Figure 1. Clock network drawn from the DEF (run 1).
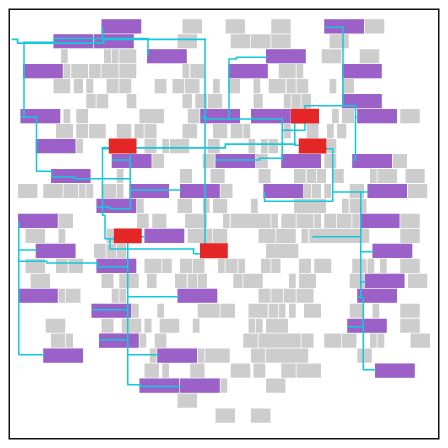
Figure 2. Wiring heat map (run 1).
The die is cut into 16 by 16 equal tiles; black is low, pale yellow is high, scaled to the fullest tile. Values are wire area over tile area, all layers added.
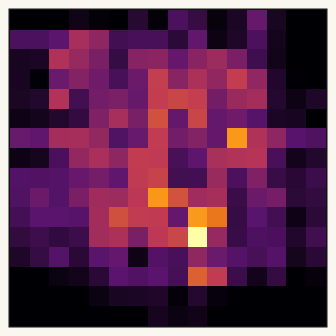
Figure 3. Zoomed window (run 1).
The bar under the picture is 10 µm long. Region (26, 11) to (51, 36) µm. Cells in gray, sequential cells in the stronger gray; small squares are vias.
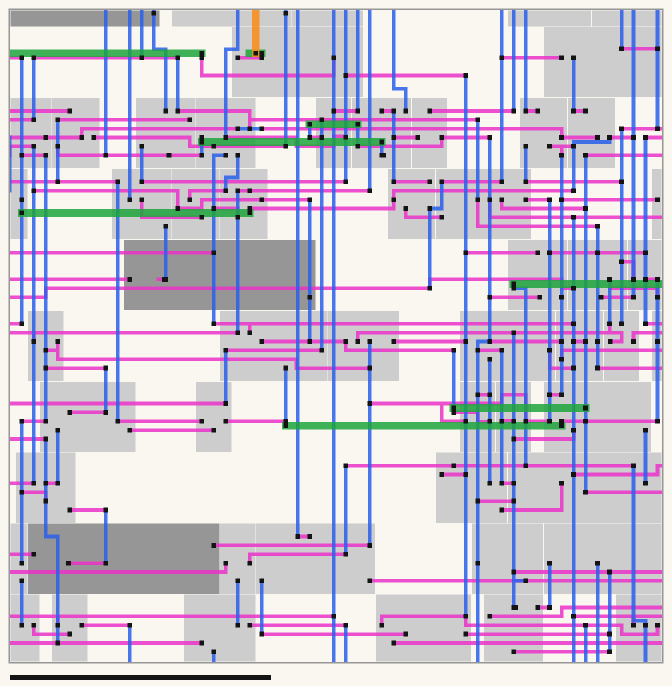
==> config.mk <==
export PLATFORM = sky130hd
export DESIGN_NAME = nabp_swap_control
export DESIGN_NICKNAME = d
export VERILOG_FILES = /design/src/rtl/nabp_swap_control.sv
export SDC_FILE = /design/constraint.sdc
export NUM_CORES = 1
export LEC_CHECK = 0
export CAP_MARGIN = 30
export CORE_UTILIZATION = 40
export DETAILED_ROUTE_END_ITERATION = 6
export PLACE_DENSITY = 0.59
export SLEW_MARGIN = 10
export SYNTH_ARGS = -nofsm -noshare
export SYNTH_HDL_FRONTEND = slang
export SYNTH_SLANG_ARGS = --single-unit
==> constraint.sdc <==
create_clock -name clk -period 3.9 [get_ports clk]
set_input_delay 0.78 -clock clk [delete_from_list [all_inputs] [get_ports clk]]
set_output_delay 0.78 -clock clk [all_outputs]
set_load 0.02 [all_outputs]
==> src/rtl/nabp_swap_control.sv <==
// Sweep sequencer: hands out projection angles to two banks and arbitrates the shared shifter.
// Outputs are registered one cycle after their cause; no backpressure, banks must hold requests/levels themselves.
module nabp_swap_control #(
    parameter int ANGLE_LEN  = 8,
    parameter int NUM_ANGLES = 180,
    parameter int ANGLE_STEP = 1
) (
    input  logic                 clk,
    input  logic                 reset_n,
    input  logic                 start,
    output logic                 busy,
    output logic                 done,
    output logic                 sc_reset_n,
    input  logic                 next_angle_0,
    input  logic                 next_angle_1,
    input  logic                 fill_waiting_0,
    input  logic                 fill_waiting_1,
    input  logic                 shift_done_0,
    input  logic                 shift_done_1,
    output logic [ANGLE_LEN-1:0] angle_0,
    output logic [ANGLE_LEN-1:0] angle_1,
    output logic                 angle_valid_0,
    output logic                 angle_valid_1,
    output logic                 swap_0,
    output logic                 swap_1
);

    localparam int KW  = $clog2(NUM_ANGLES + 1);
    localparam int KW1 = KW + 1;
    localparam logic [KW:0]          N_X    = KW1'(NUM_ANGLES);
    localparam logic [KW-1:0]        N_LAST = KW'(NUM_ANGLES - 1);
    localparam logic [ANGLE_LEN-1:0] STEP_L = ANGLE_LEN'(ANGLE_STEP);

    typedef enum logic [1:0] {S_IDLE, S_RUN, S_DONE} state_t;
    typedef enum logic [1:0] {OWN_NONE, OWN_0, OWN_1} owner_t;

    state_t               r_state;
    owner_t               r_owner;
    logic                 r_last_1;
    logic [KW-1:0]        r_k;
    logic [KW-1:0]        r_completed;
    logic                 r_busy;
    logic                 r_done;
    logic                 r_sc_reset_n;
    logic [ANGLE_LEN-1:0] r_angle_0;
    logic [ANGLE_LEN-1:0] r_angle_1;
    logic                 r_angle_valid_0;
    logic                 r_angle_valid_1;
    logic                 r_swap_0;
    logic                 r_swap_1;

    logic [KW:0]          w_idx0;
    logic [KW:0]          w_idx1;
    logic                 w_grant0;
    logic                 w_grant1;
    logic [ANGLE_LEN-1:0] w_ang0;
    logic [ANGLE_LEN-1:0] w_ang1;
    logic [KW-1:0]        w_k_next;
    logic                 w_elig0;
    logic                 w_elig1;
    logic                 w_pick0;
    logic                 w_pick1;
    logic                 w_sd_own;
    logic                 w_last;

    // Simultaneous requests: bank 0 takes index k, bank 1 the one after it.
    assign w_idx0   = {1'b0, r_k};
    assign w_idx1   = next_angle_0 ? (w_idx0 + KW1'(1)) : w_idx0;
    assign w_grant0 = next_angle_0 && (w_idx0 < N_X);
    assign w_grant1 = next_angle_1 && (w_idx1 < N_X);
    assign w_ang0   = ANGLE_LEN'(w_idx0) * STEP_L;
    assign w_ang1   = ANGLE_LEN'(w_idx1) * STEP_L;
    assign w_k_next = r_k + KW'(w_grant0) + KW'(w_grant1);

    assign w_elig0  = (r_owner == OWN_NONE) && fill_waiting_0 && r_angle_valid_0;
    assign w_elig1  = (r_owner == OWN_NONE) && fill_waiting_1 && r_angle_valid_1;
    // r_last_1 starts set after start so bank 0 wins the first tie.
    assign w_pick1  = w_elig1 && (!w_elig0 || !r_last_1);
    assign w_pick0  = w_elig0 && !w_pick1;
    assign w_sd_own = ((r_owner == OWN_0) && shift_done_0) || ((r_owner == OWN_1) && shift_done_1);
    assign w_last   = w_sd_own && (r_completed == N_LAST);

    always_ff @(posedge clk) begin
        if (!reset_n) begin
            r_state         <= S_IDLE;
            r_owner         <= OWN_NONE;
            r_last_1        <= 1'b1;
            r_k             <= '0;
            r_completed     <= '0;
            r_busy          <= 1'b0;
            r_done          <= 1'b0;
            r_sc_reset_n    <= 1'b0;
            r_angle_0       <= '0;
            r_angle_1       <= '0;
            r_angle_valid_0 <= 1'b0;
            r_angle_valid_1 <= 1'b0;
            r_swap_0        <= 1'b0;
            r_swap_1        <= 1'b0;
        end else begin
            r_swap_0 <= 1'b0;
            r_swap_1 <= 1'b0;
            r_done   <= 1'b0;
            case (r_state)
                S_IDLE: begin
                    if (start) begin
                        r_state         <= S_RUN;
                        r_busy          <= 1'b1;
                        r_sc_reset_n    <= 1'b1;
                        r_k             <= '0;
                        r_completed     <= '0;
                        r_owner         <= OWN_NONE;
                        r_last_1        <= 1'b1;
                        r_angle_0       <= '0;
                        r_angle_1       <= '0;
                        r_angle_valid_0 <= 1'b0;
                        r_angle_valid_1 <= 1'b0;
                    end
                end
                S_RUN: begin
                    if (next_angle_0) begin
                        r_angle_0       <= w_grant0 ? w_ang0 : '0;
                        r_angle_valid_0 <= w_grant0;
                    end
                    if (next_angle_1) begin
                        r_angle_1       <= w_grant1 ? w_ang1 : '0;
                        r_angle_valid_1 <= w_grant1;
                    end
                    r_k <= w_k_next;
                    if (w_pick0) begin
                        r_swap_0 <= 1'b1;
                        r_owner  <= OWN_0;
                        r_last_1 <= 1'b0;
                    end else if (w_pick1) begin
                        r_swap_1 <= 1'b1;
                        r_owner  <= OWN_1;
                        r_last_1 <= 1'b1;
                    end else if (w_sd_own) begin
                        r_owner     <= OWN_NONE;
                        r_completed <= r_completed + KW'(1);
                    end
                    if (w_last) begin
                        r_state      <= S_DONE;
                        r_done       <= 1'b1;
                        r_busy       <= 1'b0;
                        r_sc_reset_n <= 1'b0;
                    end
                end
                S_DONE: begin
                    r_state <= S_IDLE;
                end
                default: begin
                    r_state <= S_IDLE;
                end
            endcase
        end
    end

    assign busy          = r_busy;
    assign done          = r_done;
    assign sc_reset_n    = r_sc_reset_n;
    assign angle_0       = r_angle_0;
    assign angle_1       = r_angle_1;
    assign angle_valid_0 = r_angle_valid_0;
    assign angle_valid_1 = r_angle_valid_1;
    assign swap_0        = r_swap_0;
    assign swap_1        = r_swap_1;

endmodule

==> notes.md, run 1 <==
run results: placed cells=348, total power=863 µW, ClkCell Share=3.84%, Late-Pin Clk Latency=0.29 ns, GR Overflow Total=0, Post-Syn Area=between 2000 and 2500 µm², fa+ha+maj area frac=2.51%, Total Wirelength=between 4000 and 5000 µm, R2R Path End=r_k[2], postcts setup bufs=0, skew final=roughly 0.0045 ns, Synth logic family=simple AND/OR/NAND/NOR gates, Compound Share, Synth=16.8%, Unique cell types=50, number of non-clock buffers=35, Final Setup Violations=0, clkbuf count=6, Largest cells by area=dfxtp_1 (37%), nand2_1 (6.5%), xor2_1 (3.8%), tool warnings=26, Period minus WS final=3.34 ns, GPL Wtd Cong=0.798, LEAKAGE=0.000976 µW, status=finished clean, Post-synth top cells=dfxtp_1 (43), nand2_1 (40), nor2_1 (19), Nets=just under 300, Min-Delay Startpoint=angle_1[5], worst setup path start=next_angle_0, Signal inverters=3, top sig layer=met4, TritonCTS clock tree=done, WHS=0.455 ns, largest net degree at the start of global routing=31, top-count cell post-synth=dfxtp_1, drt pass-1 iters=4, syn avg cell area=slightly below 9 µm², DP Area=2560 µm², max-cap viol count=0, most numerous logic cells after layout=dfxtp_1 (43), nand2_1 (40), clkdlybuf4s50_1 (31), nor2_1 (19), Seq area share=32.2%, CTS Root Cell=clkbuf_8, hold buffer count at CTS=0, Slew @ Worst Pin=0.692 ns
Notes on Figure 1 above:
[cyan] clock wires | length: 566 µm
[purple] flip-flops | count: 43
[red] clock drivers | count: 5
routed clock nets: 6
flops lie: widely spread

Notes on Figure 2 above:
mean over tiles: 0.12
fullest tile: 0.53
nearly empty tiles: 17%

Notes on Figure 3 above:
[green] metal 3
[magenta] metal 1
[orange] metal 4
[blue] metal 2
cells with their middle in the window: 43
netlist names of flops here include: r_k (2)
sequential cells in the window: 2
most frequent: nand2_1 (8), and3_1 (5), nand3_1 (5)

==> run 1: registers in the layout, summed over array words and instances, names as in the netlist <==
signal         flops
r_completed        8
done               1
swap_1             1
r_state            2
angle_valid_1      1
angle_0            8
sc_reset_n         1
angle_valid_0      1
angle_1            8
r_k                8
swap_0             1
r_last_1           1
r_owner            2
==> run 1: critical path: stages <==
cell             delay (ns)
clkdlybuf4s50_1        0.57
nand3_1                0.12
mux2i_1                0.19
o31ai_4                0.35
o31a_2                 0.20
o211ai_1               0.10
fa_1                   0.40
inv_1                  0.08
ha_1                   0.20
mux2_2                 0.34
a22oi_1                0.14
nor2b_1                0.06
==> run 1: where the power goes <==
part	switching (µW)	leakage [µW]	internal, µW
Clock	145	0.0000513	188
Sequential	8.32	0.000348	445
Combinational	43.8	0.000577	33.7
Total	197	0.000976	666
Figure 4. Cell placement (run 1).
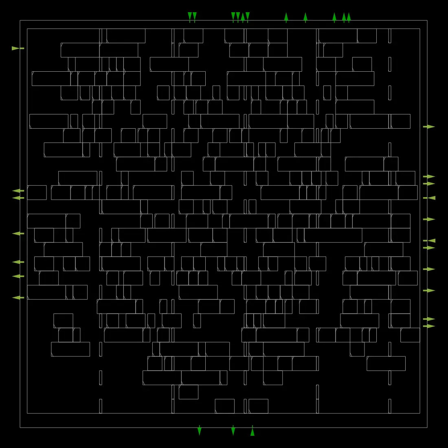

## Run 2: what changed since run 1
==> constraint.sdc (replaced) <==
create_clock -name clk -period 3.7 [get_ports clk]
set_input_delay 0.74 -clock clk [delete_from_list [all_inputs] [get_ports clk]]
set_output_delay 0.74 -clock clk [all_outputs]
set_load 0.02 [all_outputs]
Figure 5. Cell placement (run 2).
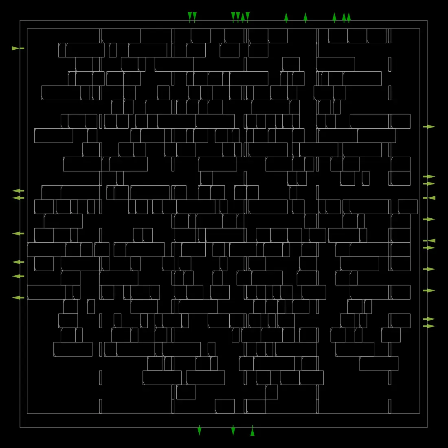
seq_cells: 43
final std cells w/o fill: 358
Core Util, Final: 48.3%
Seq area share: 32.4%

Figure 6. Wiring heat map (run 2).
The die is cut into 16 by 16 equal tiles; black is low, pale yellow is high, scaled to the fullest tile. Values are wire area over tile area, all layers added.
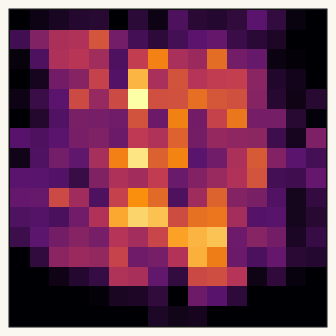
densest ninth of the die: middle
fullest tile: 0.41
nearly empty tiles: 15%

==> run 2 against run 1 <==
Compared with the run above: routed wire length is 0.32% lower; area after synthesis stayed put; synthesized cell count stayed put; hold slack better by 0.00066 ns; highest routed layer unchanged; clock-buffer cell count stayed put; critical path depth stayed put; die area stayed put; flip-flop count stayed put; sequential power is 5.7% higher; sequential share of layout area is 0.15 points higher; clock skew is 0.0011 ns lower; design area is 0.47% lower.
==> notes.md, run 2 <==
run results: CP Cell Sequence=clkdlybuf4s50_1, nand3_1, mux2i_1, o31ai_4, o31a_2, o211ai_1, fa_1, inv_1, ha_1, mux2_2, a22oi_1, nor2b_1, status=finished clean, top sig layer=met4, tool warnings=26, drt pass-1 iters=4, hold buffer count at CTS=0, Post-synth top cells=dfxtp_1 (43), nand2_1 (40), nor2_1 (19), sequential logic power=479 µW, CP bufs+invs=2, clock network power=295 µW, Switching Fraction=25.5%, R2R Path End=r_k[2], total power=about 850 µW, postcts setup bufs=0, skew final=roughly 0.0033 ns, slowest cell on the critical path=clkdlybuf4s50_1, Final Setup Violations=0, Compound Share, Synth=approximately 17%, TritonCTS clock tree=done, sequential share of power=56.1%, WHS=0.456 ns, CP peak stage delay=0.51 ns, Biggest consumer=sequential cells, top-count cell post-synth=dfxtp_1, GR Overflow Total=0, worst setup path start=next_angle_0, largest net degree at the start of global routing=31, Nets=298, Slew @ Worst Pin=0.715 ns, most numerous logic cells after layout=dfxtp_1 (43), nand2_1 (40), clkdlybuf4s50_1 (31), nor2_1 (19), NetSw=218 µW, placed cells=349, Clock Power Share=between 30 and 40%, Post-Syn Area=2300 µm², LEAKAGE=~0.00097 µW, max-cap viol count=0, CTS Root Cell=clkbuf_8, Int Power=between 600 and 700 µW, DP Area=approximately 2600 µm²
run 2: worst min path at each step:
stage	start	end	cells after the start	slack, ns
2_1_floorplan	r_completed[1]	r_completed[1]	2	0.47
5_1_grt	angle_1[3]	angle_1[3]	2	0.48
6_report	angle_1[3]	angle_1[3]	2	0.46
4_1_cts	angle_1[0]	angle_1[0]	2	0.46
3_5_place_dp	angle_1[3]	angle_1[3]	2	0.44
3_3_place_gp	angle_1[0]	angle_1[0]	2	0.44
run 2: layout make-up:
cell class | count | area, µm²
fillers | 550 | 2850
inverters | 3 | 11.3
flip-flops and latches | 43 | 861
well taps | 72 | 90.1
repair buffers | 36 | 345
clock buffers | 6 | 72.6
clock inverters | 2 | 12.5
multi-input cells | 196 | 1260
Power and IR drop assume default switching activity.
